===== config.mk =====
export PLATFORM = sky130hd
export DESIGN_NAME = iro_seed_loader
export DESIGN_NICKNAME = d
export VERILOG_FILES = /design/src/rtl/iro_seed_loader.sv
export SDC_FILE = /design/constraint.sdc
export NUM_CORES = 1
export LEC_CHECK = 0
export CELL_PAD_IN_SITES_DETAIL_PLACEMENT = 1
export CELL_PAD_IN_SITES_GLOBAL_PLACEMENT = 1
export CORE_AREA = 4 4 121 123
export DETAILED_ROUTE_END_ITERATION = 8
export DIE_AREA = 0 0 125 127
export PLACE_DENSITY = 0.82
export SETUP_SLACK_MARGIN = 0.4
export SKIP_LAST_GASP = 1
export SYNTH_ARGS = -nofsm -noshare
export SYNTH_HDL_FRONTEND = slang
export SYNTH_SLANG_ARGS = --single-unit

===== constraint.sdc =====
create_clock -name clk -period 2.8 [get_ports clk]
set_input_delay 0.56 -clock clk [delete_from_list [all_inputs] [get_ports clk]]
set_output_delay 0.56 -clock clk [all_outputs]
set_load 0.005 [all_outputs]

===== src/rtl/iro_seed_loader.sv =====
// Ring-oscillator seed loader: shifts a seed word out on bclk/bdat MSB first,
// runs the oscillator for a programmed number of cycles, then snapshots its phases.
module iro_seed_loader #(
    parameter int N_STAGES = 25,
    parameter int DIV_W    = 8,
    parameter int RUN_W    = 16
) (
    input  logic                clk,
    input  logic                rst,
    input  logic                start,
    input  logic [N_STAGES-1:0] seed_in,
    input  logic [DIV_W-1:0]    clk_div,
    input  logic [RUN_W-1:0]    run_cycles,
    input  logic [15:0]         phases_in,
    output logic                busy,
    output logic                done,
    output logic                bclk,
    output logic                bdat,
    output logic                enable,
    output logic [15:0]         phases_snap
);

    localparam int IDX_W = (N_STAGES > 1) ? $clog2(N_STAGES) : 1;
    localparam logic [IDX_W-1:0] IDX_LAST = IDX_W'(N_STAGES - 1);
    localparam logic [IDX_W-1:0] IDX_ONE  = IDX_W'(1);
    localparam logic [DIV_W-1:0] DIV_ONE  = DIV_W'(1);
    localparam logic [RUN_W-1:0] RUN_ONE  = RUN_W'(1);

    typedef enum logic [2:0] {
        ST_IDLE   = 3'd0,
        ST_SETUP  = 3'd1,
        ST_HIGH   = 3'd2,
        ST_SETTLE = 3'd3,
        ST_RUN    = 3'd4,
        ST_DONE   = 3'd5
    } state_t;

    state_t              state_r,   state_nxt_s;
    logic [DIV_W-1:0]    cnt_r,     cnt_nxt_s;
    logic [DIV_W-1:0]    div_r,     div_nxt_s;
    logic [RUN_W-1:0]    run_r,     run_nxt_s;
    logic [RUN_W-1:0]    run_cnt_r, run_cnt_nxt_s;
    logic [IDX_W-1:0]    idx_r,     idx_nxt_s;
    logic [N_STAGES-1:0] shreg_r,   shreg_nxt_s;
    logic [15:0]         sync1_r,   sync2_r;
    logic                capture_s;
    logic                div_end_s;
    logic                busy_nxt_s, done_nxt_s, bclk_nxt_s, bdat_nxt_s, enable_nxt_s;

    // The divider counter runs 0..clk_div, so a phase lasts clk_div+1 cycles without needing an extra bit.
    assign div_end_s = (cnt_r == div_r);

    // Next-state, counter and shift-register update.
    always_comb begin
        state_nxt_s   = state_r;
        cnt_nxt_s     = cnt_r;
        div_nxt_s     = div_r;
        run_nxt_s     = run_r;
        run_cnt_nxt_s = run_cnt_r;
        idx_nxt_s     = idx_r;
        shreg_nxt_s   = shreg_r;
        capture_s     = 1'b0;
        case (state_r)
            ST_IDLE: begin
                if (start) begin
                    state_nxt_s = ST_SETUP;
                    cnt_nxt_s   = {DIV_W{1'b0}};
                    div_nxt_s   = clk_div;
                    run_nxt_s   = run_cycles;
                    shreg_nxt_s = seed_in;
                    idx_nxt_s   = IDX_LAST;
                end else begin
                    state_nxt_s = ST_IDLE;
                end
            end
            ST_SETUP: begin
                if (div_end_s) begin
                    cnt_nxt_s   = {DIV_W{1'b0}};
                    state_nxt_s = ST_HIGH;
                end else begin
                    cnt_nxt_s = cnt_r + DIV_ONE;
                end
            end
            ST_HIGH: begin
                if (div_end_s) begin
                    cnt_nxt_s = {DIV_W{1'b0}};
                    if (idx_r == {IDX_W{1'b0}}) begin
                        state_nxt_s = ST_SETTLE;
                    end else begin
                        idx_nxt_s   = idx_r - IDX_ONE;
                        shreg_nxt_s = shreg_r << 1;
                        state_nxt_s = ST_SETUP;
                    end
                end else begin
                    cnt_nxt_s = cnt_r + DIV_ONE;
                end
            end
            ST_SETTLE: begin
                if (div_end_s) begin
                    cnt_nxt_s = {DIV_W{1'b0}};
                    if (run_r == {RUN_W{1'b0}}) begin
                        state_nxt_s = ST_DONE;
                        capture_s   = 1'b1;
                    end else begin
                        state_nxt_s   = ST_RUN;
                        run_cnt_nxt_s = run_r;
                    end
                end else begin
                    cnt_nxt_s = cnt_r + DIV_ONE;
                end
            end
            ST_RUN: begin
                if (run_cnt_r == RUN_ONE) begin
                    state_nxt_s = ST_DONE;
                    capture_s   = 1'b1;
                end else begin
                    run_cnt_nxt_s = run_cnt_r - RUN_ONE;
                end
            end
            ST_DONE: begin
                state_nxt_s = ST_IDLE;
            end
            default: begin
                state_nxt_s = ST_IDLE;
            end
        endcase
    end

    // Outputs are decoded from the next state so the registered pins line up with the state register.
    always_comb begin
        busy_nxt_s   = (state_nxt_s != ST_IDLE);
        done_nxt_s   = (state_nxt_s == ST_DONE);
        bclk_nxt_s   = (state_nxt_s == ST_HIGH);
        enable_nxt_s = (state_nxt_s == ST_RUN);
        bdat_nxt_s   = ((state_nxt_s == ST_SETUP) || (state_nxt_s == ST_HIGH)) ?
                       shreg_nxt_s[N_STAGES-1] : 1'b0;
    end

    // State, counters and registered outputs.
    always_ff @(posedge clk) begin
        if (rst) begin
            state_r     <= ST_IDLE;
            cnt_r       <= {DIV_W{1'b0}};
            div_r       <= {DIV_W{1'b0}};
            run_r       <= {RUN_W{1'b0}};
            run_cnt_r   <= {RUN_W{1'b0}};
            idx_r       <= {IDX_W{1'b0}};
            shreg_r     <= {N_STAGES{1'b0}};
            busy        <= 1'b0;
            done        <= 1'b0;
            bclk        <= 1'b0;
            bdat        <= 1'b0;
            enable      <= 1'b0;
            phases_snap <= 16'h0000;
        end else begin
            state_r     <= state_nxt_s;
            cnt_r       <= cnt_nxt_s;
            div_r       <= div_nxt_s;
            run_r       <= run_nxt_s;
            run_cnt_r   <= run_cnt_nxt_s;
            idx_r       <= idx_nxt_s;
            shreg_r     <= shreg_nxt_s;
            busy        <= busy_nxt_s;
            done        <= done_nxt_s;
            bclk        <= bclk_nxt_s;
            bdat        <= bdat_nxt_s;
            enable      <= enable_nxt_s;
            phases_snap <= capture_s ? sync2_r : phases_snap;
        end
    end

    // Two-flop synchroniser for the free-running oscillator phases.
    always_ff @(posedge clk) begin
        if (rst) begin
            sync1_r <= 16'h0000;
            sync2_r <= 16'h0000;
        end else begin
            sync1_r <= phases_in;
            sync2_r <= sync1_r;
        end
    end

endmodule


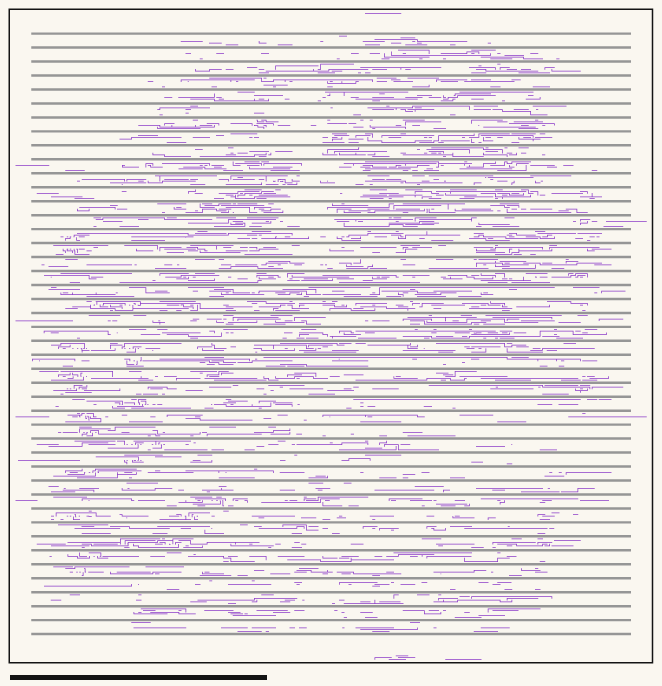
Fig. 1. M1 wires (run 1).
Scale bar: 50 um. Supply wires on this layer in grey.
- nets with wire on the layer: 707
- wire length on this layer: 6210 um
- longest straight run: 47.4 um

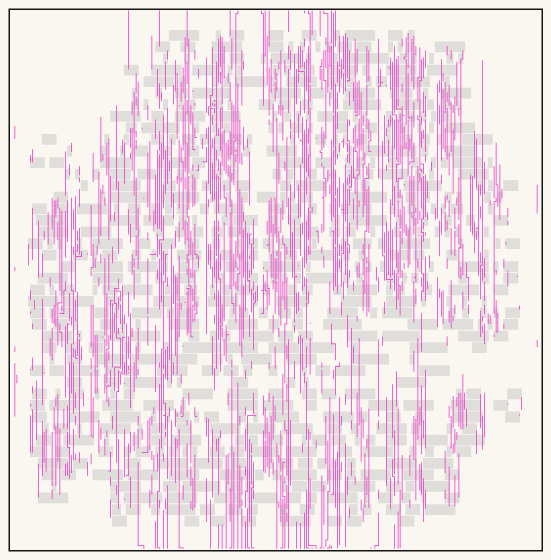
Fig. 2. M2 wires (run 1).
- longest straight run: 49.1 um
- main direction: vertical
- wire length on this layer: 8010 um
- nets with wire on the layer: 687

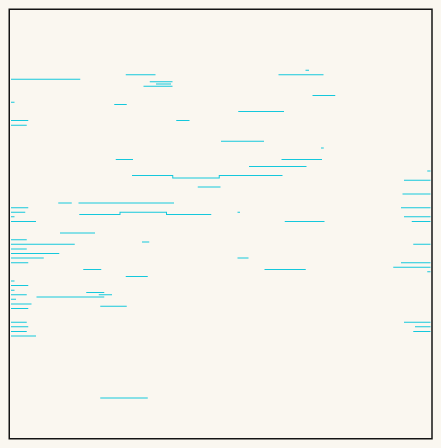
Fig. 3. M3 wires (run 1).
- nets with wire on the layer: 53
- share of all routed wire: 3.8%
- wire length on this layer: 562 um

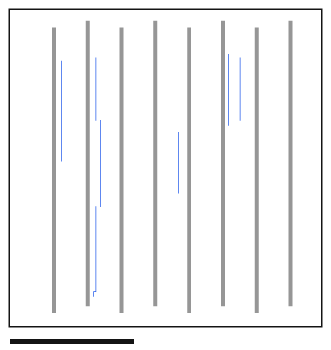
Fig. 4. The metal 4 layer (run 1).
Scale bar: 50 um. Supply wires on this layer in grey.
- main direction: vertical
- wire length on this layer: 215 um
- longest straight run: 40.1 um
- nets with wire on the layer: 3
- share of all routed wire: 1.4%

==> flow_metrics.tcl, run 1 <==
# implementation run metrics
set metrics [dict create \
    synth-edff-count 0 \
    lay_top_count "dfxtp_1" \
    path_clk_slew_ns 0.06 \
    wl_met1_um 6210 \
    min_path_type "reg -> reg" \
    r2r_start "run_cnt_r[7]$_SDFFE_PP0P_" \
    use_met1_pct 21.8 \
    fp_util_pct 38.9 \
    crit_cells 7 \
    hold_viol 0 \
    top_layer_used "met4" \
    r2r_cells 7 \
    reg2reg_slack_ns 0.46 \
    cts_resized 2 \
    postSynth.asyncResetShare_pct 0 \
    place_area_mm2 0.00635 \
    non_clock_inverter_count 6 \
    combPwrFrac_pct 15.6 \
    max_freq_ghz 0.427 \
    final.clkbuf_count 21 \
    powerSeq_mw 2.13 \
    yosys.area.top_type "dfxtp_1" \
    grt_max_degree 80 \
    clk_share_pct 7.98 \
    r2r-end "phases_snap[3]$_SDFFE_PP0P_" \
    chip_area_mm2 0.0159 \
    slew_headroom_pct 47.7 \
    grt_pass1_wl_um 24800 \
    pwr-share-clk_pct 41.8 \
    grt_pass1_vias 5037 \
    crit_path_max_incr_delay_ns 0.59 \
    top_area_share_pct 50.5 \
    setup_slack_ns 0.456 \
    wl_met2_um 8010 \
    antenna-diode-count 0 \
    outcome "complete, no violations" \
    pin_count 89 \
    synth_flop_count 134 \
    nMultiInputCombCells 421 \
]
## run 1: kinds of logic after synthesis
family                   after synthesis  synth area share [%]
buffers and inverters                 45                  3.70
XOR/XNOR                              10                  1.65
AND-OR/OR-AND                        129                  16.5
AND/OR/NAND/NOR                      259                  23.0
adder cells (fa/ha/maj)                5                  1.18
flip-flops                           134                  50.5
multiplexers                          18                  3.42
## run 1: metrics by stage
step | hold WS, ns | power (mW)
2_1_floorplan | 0.414 | 2.62
3_3_place_gp | 0.415 | 2.88
3_5_place_dp | 0.428 | 2.92
4_1_cts | 0.441 | 5.04
5_1_grt | 0.459 | 5.26
6_report | 0.437 | 5.01
Fig. 5: run 1, track usage over the die
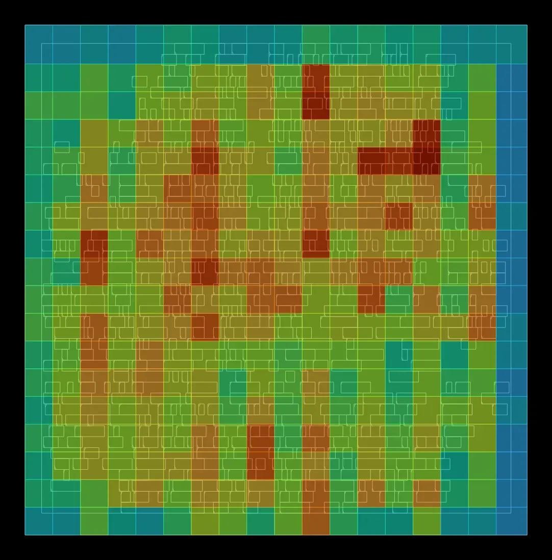

==> run 2, diff against run 1 <==
- clock period: 2.8 -> 2.3 ns (I/O delays scaled with it)
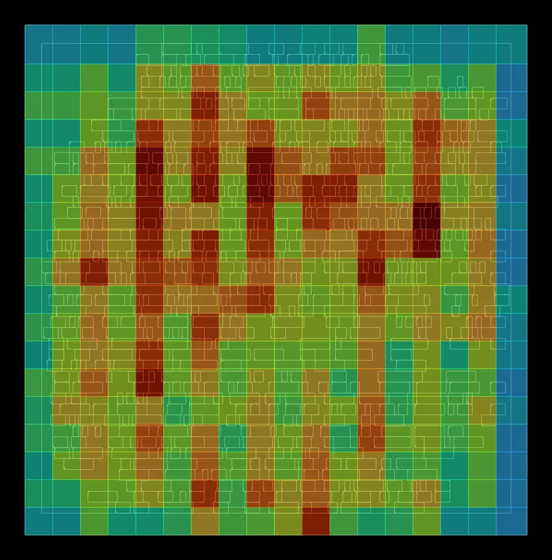
Fig. 6. Track usage over the die (run 2).
gr busiest metal: met2
met1 Use GR: 22.4%
final core utilization: 55.8%
M2 GR Usage: 35.1%

==> run 2 against run 1 <==
Compared with the run above: via count increased by 3.7%; hold slack about the same; largest power group is now clock; synthesized cell count unchanged.
==> flow_metrics.tcl, run 2 <==
# implementation run metrics
set metrics [dict create \
    top_area_share_pct 50.5 \
    crit_buf_inv 1 \
    synth-simple-area-share_pct 23.0 \
    grt_pass1_vias 5145 \
    yosys.area.top_type "dfxtp_1" \
    postSynth.asyncResetShare_pct 0 \
    die_y_um 127 \
    worstSetupEndpointType "register" \
    ys_sh_mux_pct 3.42 \
    required_ns 2.64 \
    r2r-end "run_cnt_r[5]$_SDFFE_PP0P_" \
    grt_max_degree 65 \
    whs_path_depth 1 \
    max_freq_ghz 0.458 \
    cp-startpoint "run_cnt_r[10]$_SDFFE_PP0P_" \
    synthTopLogicFamily "simple AND/OR/NAND/NOR gates" \
    aoi_share_pct 16.5 \
    crit_path_max_incr_delay_ns 0.54 \
    cap_violations 0 \
    synth_flop_count 134 \
    min-delay-start "sync1_r[1]$_SDFF_PP0_" \
    setup_slack_ns 0.117 \
    fp_util_pct 38.9 \
    post-cts-setup-buffers 9 \
    grt_util_met3_pct 4.56 \
    hold_viol 0 \
    crit_type "reg -> reg" \
    chip_area_mm2 0.0159 \
    fin_skew_ns 0.00695 \
    power.total_mw 6.66 \
    grt_setup_unrepaired "yes" \
    crit_slowest_cell "or4_4" \
    slew_headroom_pct 68.6 \
    port_buffers 88 \
    avgViaCountPerCell 5.39 \
    cp_common_cell "or4_4" \
    cts_hold_buffers 0 \
    synth.cellmix.adderShare_pct 1.18 \
    ys_sh_xor_pct 1.65 \
    fin_hold_ws_ns 0.438 \
    outcome "complete, no violations" \
    place_area_mm2 0.00650 \
    r2r_cells 7 \
    p_leak_nw 2.91 \
    synth-edff-count 0 \
    path_clk_slew_ns 0.06 \
    pin_count 89 \
    cts_resized 35 \
    cp-start-kind "register" \
    lay_top_count "dfxtp_1" \
    nFillCells 1546 \
    largest_reg_flops 25 \
    r2r_start "run_cnt_r[10]$_SDFFE_PP0P_" \
    coreArea_mm2 0.0137 \
    min_path_type "reg -> reg" \
    yosysSeqAreaShare_pct 50.5 \
    setup_tns_ns 0 \
    reg2reg_slack_ns 0.12 \
    h-tree-depth 4 \
    yosys_cells 600 \
    crit_cells 7 \
    grt_pass1_wl_um 25300 \
    syn_avg_cell_area_um2 8.85 \
    antenna-diode-count 0 \
]
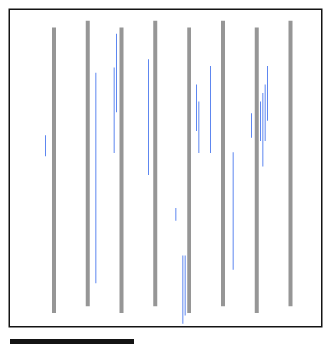
Fig. 7. The metal 4 layer (run 2).
Scale bar: 50 um. Supply wires on this layer in grey.
- share of all routed wire: 2.9%
- longest straight run: 84.3 um
- nets with wire on the layer: 14

run 2: power breakdown:
part           internal (mW)  total (mW)  switching, mW
Clock                   1.68        2.70           1.02
Combinational          0.680        1.36          0.680
Sequential              2.48        2.60          0.125
run 2: routing by layer:
metal / share of wire [%] / vias to the layer above
li1: - / 2352
met1: 40 / 2391
met2: 53 / 104
met3: 3.7 / 39
met4: 2.9 / 0
met5: 0 / -
run 2: final cells by class:
| class | count | area [um2] | share of cell area [%] |
|---|---|---|---|
| Clock buffer | 21 | 470 | 6.17 |
| Multi-Input combinational cell | 422 | 2730 | 35.8 |
| Tap cell | 180 | 225 | 2.95 |
| Timing Repair Buffer | 132 | 1340 | 17.6 |
| Sequential cell | 134 | 2710 | 35.5 |
| Clock inverter | 11 | 124 | 1.62 |
| Inverter | 6 | 22.5 | 0.295 |
Fig. 8: run 2, M3 wires
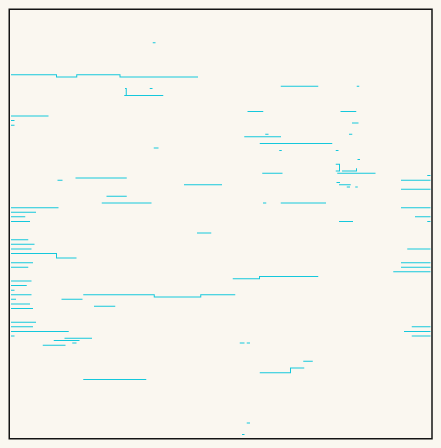

==> run 3, diff against run 2 <==
- TNS_END_PERCENT: unset -> 10
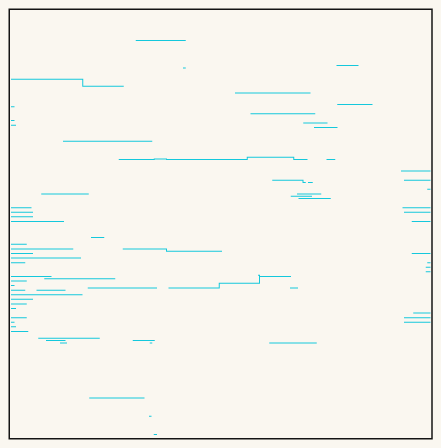
Fig. 9. M3 wires (run 3).
- nets with wire on the layer: 58
- share of all routed wire: 4.4%

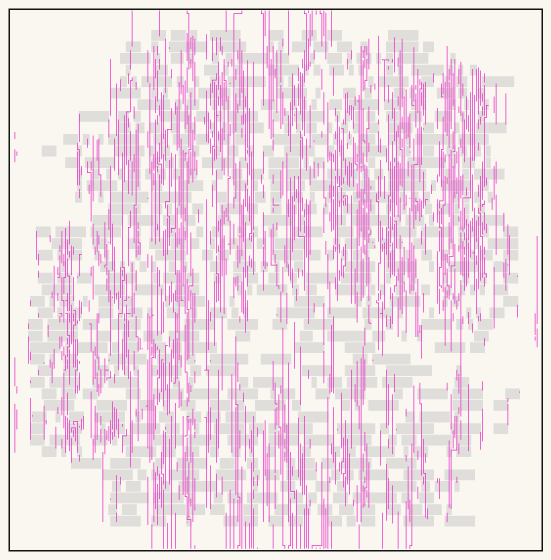
Fig. 10. M2 wires (run 3).
- longest straight run: 51.2 um
- nets with wire on the layer: 674
- wire length on this layer: 7880 um
- main direction: vertical
- share of all routed wire: 52%

==> run 3 against run 2 <==
Compared with the run above: clock power shrank 1%; utilization is 2.9 points lower; critical endpoint is now run_cnt_r[2]$_SDFFE_PP0P_; combinational power down 24%; final cell count fell by 1.8%; flip-flop count is the same; first-iteration DRC count grew 4.6%; highest routed layer unchanged; largest power group unchanged; register-to-register slack got worse by 0.02 ns.
==> flow_metrics.tcl, run 3 <==
# implementation run metrics
set metrics [dict create \
    outcome "complete, no violations" \
    max_freq_ghz 0.455 \
    cp-startpoint "run_cnt_r[10]$_SDFFE_PP0P_" \
    seqPwrFrac_pct 41.2 \
    port_buffers 88 \
    regArea_mm2 0.00269 \
    seq_cells 134 \
    coreArea_mm2 0.0137 \
    hold_viol 0 \
    yosysSeqAreaShare_pct 50.5 \
    sw_frac_of_total_pct 28.2 \
    syn_avg_cell_area_um2 8.85 \
    top_area_share_pct 50.5 \
    fin_skew_ns 0.00705 \
    r2r_cells 7 \
    grt_pass1_wl_um 25200 \
    synth.cellmix.adderShare_pct 1.18 \
    r2r_start "run_cnt_r[10]$_SDFFE_PP0P_" \
    wl_met1_um 6290 \
    whs_path_depth 1 \
    cp-start-kind "register" \
    aoi_share_pct 16.5 \
    min_path_type "reg -> reg" \
    h-tree-depth 4 \
    met2_usage_pct 34.4 \
    r2r-end "run_cnt_r[2]$_SDFFE_PP0P_" \
    busiest_layer "met2" \
    final.clkbuf_count 18 \
    nMultiInputCombCells 421 \
    comb-cell-share_pct 34.9 \
    pwr-share-clk_pct 42.4 \
    p_leak_nw 2.77 \
    slew_headroom_pct 56.2 \
    path_clk_slew_ns 0.06 \
    power.group.top "clock" \
    chip_area_mm2 0.0159 \
    crit_slowest_cell "or4_4" \
    comb_power_mw 1.03 \
    min-delay-start "sync1_r[14]$_SDFF_PP0_" \
    logic_area_mm2 0.00252 \
    synth_flop_count 134 \
    nWellTaps 180 \
    seq_share_pct 37.3 \
    avgViaCountPerCell 5.35 \
    grt_pass1_vias 5043 \
    cp_common_cell "or4_4" \
    top_layer_used "met4" \
    internal-power_mw 4.51 \
    post-cts-setup-buffers 5 \
    cap_violations 0 \
    num-nonclk-buffers 117 \
    clk_share_pct 8.03 \
    cts_hold_buffers 0 \
    non_clock_inverter_count 6 \
    nFillCells 1555 \
    ys_sh_mux_pct 3.42 \
    synthTopLogicFamily "simple AND/OR/NAND/NOR gates" \
    lay_top_count "dfxtp_1" \
    powerSeq_mw 2.58 \
    yosys.area.top_type "dfxtp_1" \
    crit_cells 7 \
    required_ns 2.65 \
    drt_wl_total_um 15100 \
    power.total_mw 6.27 \
    reg2reg_slack_ns 0.10 \
    grt_max_degree 68 \
    pg_clk_mw 2.66 \
    die_y_um 127 \
    antenna-diode-count 0 \
    grt_util_met3_pct 5.14 \
    final-nonclk-buf-share_pct 16.4 \
    crit_path_max_incr_delay_ns 0.55 \
    ys_sh_xor_pct 1.65 \
    largest_reg_flops 25 \
    worstSetupEndpointType "register" \
]
## run 3: metrics by stage
| step | worst slack, ns | instance area (um2) | hold WS (ns) | setup TNS [ns] | std cells |
|---|---|---|---|---|---|
| after global routing | 0.0363 | 7230 | 0.452 | 0 | 890 |
| final | 0.102 | 7230 | 0.436 | 0 | 890 |
| after CTS | 0.0639 | 7140 | 0.423 | 0 | 889 |
| after global placement | 0.0524 | 6480 | 0.417 | 0 | 851 |
| after floorplan | 0.190 | 5320 | 0.414 | 0 | 600 |
| after detailed placement | -0.0515 | 6480 | 0.429 | -0.0544 | 851 |
## run 3: cell families after synthesis
group | after synthesis
adder cells (fa/ha/maj) | 5
AND-OR/OR-AND | 129
XOR/XNOR | 10
buffers and inverters | 45
multiplexers | 18
flip-flops | 134
AND/OR/NAND/NOR | 259
No activity file was given, so power comes from the tool's default toggle rates.
